[src/rtl/serial_subtractor.sv]
// Bit-serial unsigned subtractor, LSB first, rippled borrow.
// start/busy/done framed; WIDTH+2 cycles per operation.
module serial_subtractor #(
  parameter int WIDTH = 8
) (
  input  logic             clk,
  input  logic             rst,
  input  logic             start,
  input  logic [WIDTH-1:0] a,
  input  logic [WIDTH-1:0] b,
  output logic             busy,
  output logic             done,
  output logic [WIDTH-1:0] diff,
  output logic             borrow_out
);

  localparam int CW = $clog2(WIDTH + 1);

  typedef enum logic [1:0] {
    IDLE,
    RUN,
    DONE
  } state_t;

  state_t           state_q, state_d;
  logic [WIDTH-1:0] a_q, a_d;
  logic [WIDTH-1:0] b_q, b_d;
  logic [WIDTH-1:0] diff_q, diff_d;
  logic [CW-1:0]    cnt_q, cnt_d;
  logic             bw_q, bw_d;
  logic             bo_q, bo_d;
  logic             d_bit;
  logic             bw_nx;

  // Full-subtractor cell on the current LSBs
  assign d_bit = a_q[0] ^ b_q[0] ^ bw_q;
  assign bw_nx = (~a_q[0] & b_q[0])
               | (~(a_q[0] ^ b_q[0]) & bw_q);

  always_comb begin
    state_d = state_q;
    a_d     = a_q;
    b_d     = b_q;
    diff_d  = diff_q;
    cnt_d   = cnt_q;
    bw_d    = bw_q;
    bo_d    = bo_q;
    case (state_q)
      IDLE: begin
        if (start) begin
          a_d     = a;
          b_d     = b;
          bw_d    = 1'b0;
          cnt_d   = '0;
          state_d = RUN;
        end
      end
      RUN: begin
        diff_d = {d_bit, diff_q[WIDTH-1:1]};
        a_d    = a_q >> 1;
        b_d    = b_q >> 1;
        bw_d   = bw_nx;
        cnt_d  = cnt_q + 1'b1;
        if (cnt_q == CW'(WIDTH - 1)) begin
          bo_d    = bw_nx;
          state_d = DONE;
        end
      end
      DONE: begin
        state_d = IDLE;
      end
      default: begin
        state_d = IDLE;
      end
    endcase
  end

  always_ff @(posedge clk or posedge rst) begin
    if (rst) begin
      state_q <= IDLE;
      a_q     <= '0;
      b_q     <= '0;
      diff_q  <= '0;
      cnt_q   <= '0;
      bw_q    <= 1'b0;
      bo_q    <= 1'b0;
    end else begin
      state_q <= state_d;
      a_q     <= a_d;
      b_q     <= b_d;
      diff_q  <= diff_d;
      cnt_q   <= cnt_d;
      bw_q    <= bw_d;
      bo_q    <= bo_d;
    end
  end

  assign busy       = (state_q == RUN);
  assign done       = (state_q == DONE);
  assign diff       = diff_q;
  assign borrow_out = bo_q;

endmodule

[config.mk]
export PLATFORM = sky130hd
export DESIGN_NAME = serial_subtractor
export DESIGN_NICKNAME = d
export VERILOG_FILES = /design/src/rtl/serial_subtractor.sv
export SDC_FILE = /design/constraint.sdc
export NUM_CORES = 1
export LEC_CHECK = 0
export ABC_AREA = 0
export CAP_MARGIN = 0
export CORE_UTILIZATION = 54
export DETAILED_ROUTE_END_ITERATION = 12
export PLACE_DENSITY = 0.93
export SLEW_MARGIN = 20
export SYNTH_ARGS = -nofsm -noshare
export SYNTH_HDL_FRONTEND = slang
export SYNTH_SLANG_ARGS = --single-unit
[constraint.sdc]
create_clock -name clk -period 3.2 [get_ports clk]
set_input_delay 0.64 -clock clk [delete_from_list [all_inputs] [get_ports clk]]
set_output_delay 0.64 -clock clk [all_outputs]
set_load 0.005 [all_outputs]
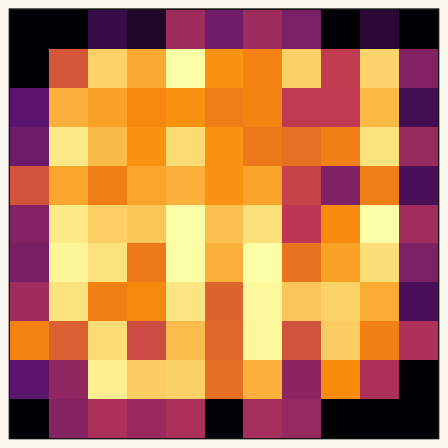
Fig. 1. Local utilization.
11 x 11 tiles, from black (low) to pale yellow (high), 0 to 100% covered.
tiles over 75% full	41%
fullest tile	100%
densest ninth of the die	centre
mean over tiles	61%
nearly empty tiles	9.1%
FP Core Util: 58.6%
core area: 2540 µm²

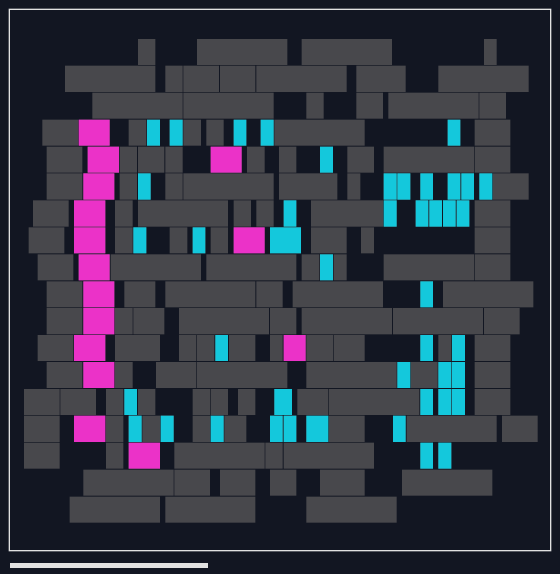
Fig. 2. Logic cells by family.
The bar under the picture is 20 µm long.
colour	family	cells	most used
cyan	NAND gates	44	nand2_1
magenta	AND and OR gates	15	and3b_1
logic share of the area: 33.2%
non-filler cells, final: 212
most frequent logic cell in the layout: nand2_1

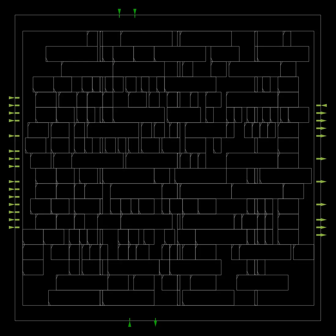
Fig. 3. Cell outlines without signal wires.
Tapcells: 30
Final Util: 72.4%
flop count: 32
FILL cells: 200
# rows: 18

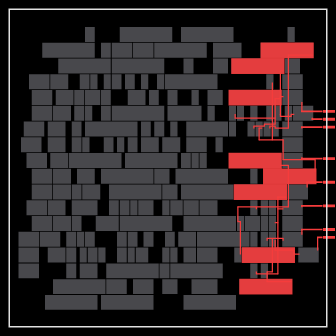
Fig. 4. Wires at chosen ports, followed through buffers.
colour	port	direction	edge	end cells	buffers	wire
red	`diff`	output	right	8	8	174 µm
I/O pin count: 30
port bufs: 29

==> impl_metrics.json <==
{
  "synthTopCellsByCount": "nand2_1, dfrtp_1, o21ai_1",
  "dieArea_um2": 2980,
  "setup_slack_ns": 0.586,
  "ir_worst_vdd_uv": 647,
  "pwr-share-comb_pct": 42.9,
  "met3_length_um": 144,
  "ys_area_um2": 1490,
  "clock.fmax_ghz": 0.383,
  "clk_path_buf_depth": 2,
  "dr.max_layer_used": "met4",
  "reg2reg_from": "state_q[0]",
  "yosysMostFrequentCell": "nand2_1",
  "dpl.cell_count": 204,
  "grt_usage_pct": 22.8,
  "fp.dieH_um": 54.6,
  "p_seq_uw": 692,
  "layout_top_cells": "nand2_1, dfrtp_1, clkdlybuf4s50_1",
  "use_met3_pct": 7.50,
  "min_from": "diff[0]",
  "critPathLaunchType": "flip-flop",
  "syn_inst": 151,
  "routed_wl_mm": 2.77,
  "setup_violations": 0,
  "buffer_area_share_pct": 17.0,
  "grt_antenna_before_repair": 0,
  "grt.busiest_layer": "met2",
  "yosys_warnings": 0,
  "hold_viol": 0,
  "hold_depth": 2,
  "tns_ns": 0,
  "p_leak_uw": 0.000898,
  "synth_area_leader_cell": "dfrtp_1",
  "endpoint_kind": "primary output",
  "grt_max_degree": 36,
  "cts_made_buffers": 5,
  "sh_seq_area_pct": 43.5,
  "cts_root_buffer": "clkbuf_4",
  "rsz0062_at_grt": "no",
  "crit_buf_inv": 3,
  "p_clk_share_pct": 14.7,
  "slowest_stage": "clkdlybuf4s50_1",
  "drt-wirelength-per-cell_um": 13.1,
  "power-top-group": "combinational cells",
  "cts_resized": 0,
  "post_cts_buffers": 0,
  "cts_hold_buf": 0,
  "synth-async-reset-ratio_pct": 100,
  "r2r-end": "cnt_q[3]",
  "skew_ns": 0.0103,
  "cts.sinks": 32,
  "drc": 0,
  "top_cell_area_share_pct": 53.7,
  "area_growth_pct": 23.5,
  "pwr-share-seq_pct": 42.4,
  "crit_type": "reg2out",
  "ys_types": 26,
  "synth_area_per_cell_um2": 9.88,
  "diodes": 0,
  "cp_num_cells": 4,
  "logic_area_um2": 611,
  "clkTransAtPathRegs_ns": 0.10,
  "finalClockPeriodUsage_pct": 81.7,
  "dieWidth_um": 54.6,
  "grt_pass1_wl_mm": 4.62,
  "hpwl_mm": 1.96,
  "via_count": 1153,
  "max_stage_delay_ns": 0.53,
  "flop_cell": "dfrtp_1",
  "required_ns": 2.56,
  "powerComb_uw": 699,
  "grt_pass1_vias": 1110,
  "insertion_delay_ns": 0.33,
  "wl_met2_mm": 1.37,
  "startpoint": "state_q[1]",
  "powerDensity_nw_per_um2": 886,
  "via_per_inst": 5.44,
  "use_met2_pct": 42.3,
  "gr-total-overflow": 0,
  "gp_congestion": 0.781,
  "ys_seq_elements": 32,
  "grt_use_met1_pct": 23.3,
  "syn_nets": 172,
  "warning_count": 26,
  "htree_levels": 2,
  "min_path_type": "reg2reg",
  "drive_gt1_share_pct": 8.79,
  "ys_seq_share_pct": 53.7,
  "cap_violations": 0,
  "internal_power_uw": 1020,
  "seqCellArea_um2": 801,
  "ys_cells": 151,
  "edf_count": 0,
  "crit_arrival_ns": 1.97,
  "swShare_pct": 37.6,
  "powerClk_uw": 240,
  "reg2reg_depth": 4,
  "nClkBuffers": 6,
  "drt_pass1_iterations": 5,
  "drtIter0Drc": 16,
  "layout.nets": 202,
  "syn_area_um2": 1490,
  "max_slew_margin_pct": 44.7,
  "drt-met1-wl_mm": 1.22,
  "synth.area.top_cells": "dfrtp_1, nand2_1, and3b_1, o21ai_1, a21oi_1",
  "p_switching_uw": 614,
  "path_delay_family": "buffers and inverters",
  "cts_tree": "built",
  "rrSetupSlack_ns": 1.51,
  "power_uw": 1630,
  "period_needed_ns": 2.61,
  "cp_max_fo": 19,
  "status": "finished, final reports clean",
  "holdPathEnd": "diff[0]",
  "clkCellAreaFrac_pct": 3.33,
  "dominant_cells": "registers",
  "buffers": 32,
  "num-nonclk-inverters": 5,
  "endpoint": "busy",
  "pre_cts_slack_ns": 0.803,
  "crit_chain": "buf_4 > nand2b_2 > inv_2 > clkdlybuf4s50_1",
  "ant_nets": 0,
  "comb.multi_input.count": 105,
  "tightestPinTransition_ns": 0.828,
  "drv_slew": 0
}
-- flip-flops by register name, summed over array words and instances, names as in the netlist --
name        flops
diff            8
b_q             8
state_q         2
cnt_q           4
bw_q            1
borrow_out      1
a_q             8
-- stage by stage --
stage / instance area, µm² / hold slack, ns
finish: 1840 / 0.489
global route: 1840 / 0.529
CTS: 1840 / 0.488
detailed placement: 1780 / 0.463
global placement: 1780 / 0.456
floorplan: 1490 / 0.455
-- logic make-up (layout without fill, tap and decap cells) --
family          Yosys count  count (layout)  synth area share [%]
fa+ha+maj                 2               2                  2.18
simple gates             63              63                  22.9
compound gates           38              38                  14.5
mux                       2               2                  1.34
flops                    32              32                  53.7
buf+inv                  14              45                  5.37
-- worst min-delay path, cell delays in order, from the launching register on --
cell     delay, ns
dfrtp_1       0.36
nand2_1       0.05
nand2_1       0.06
Power figures rest on the tool's default switching activity, not on a simulated workload.
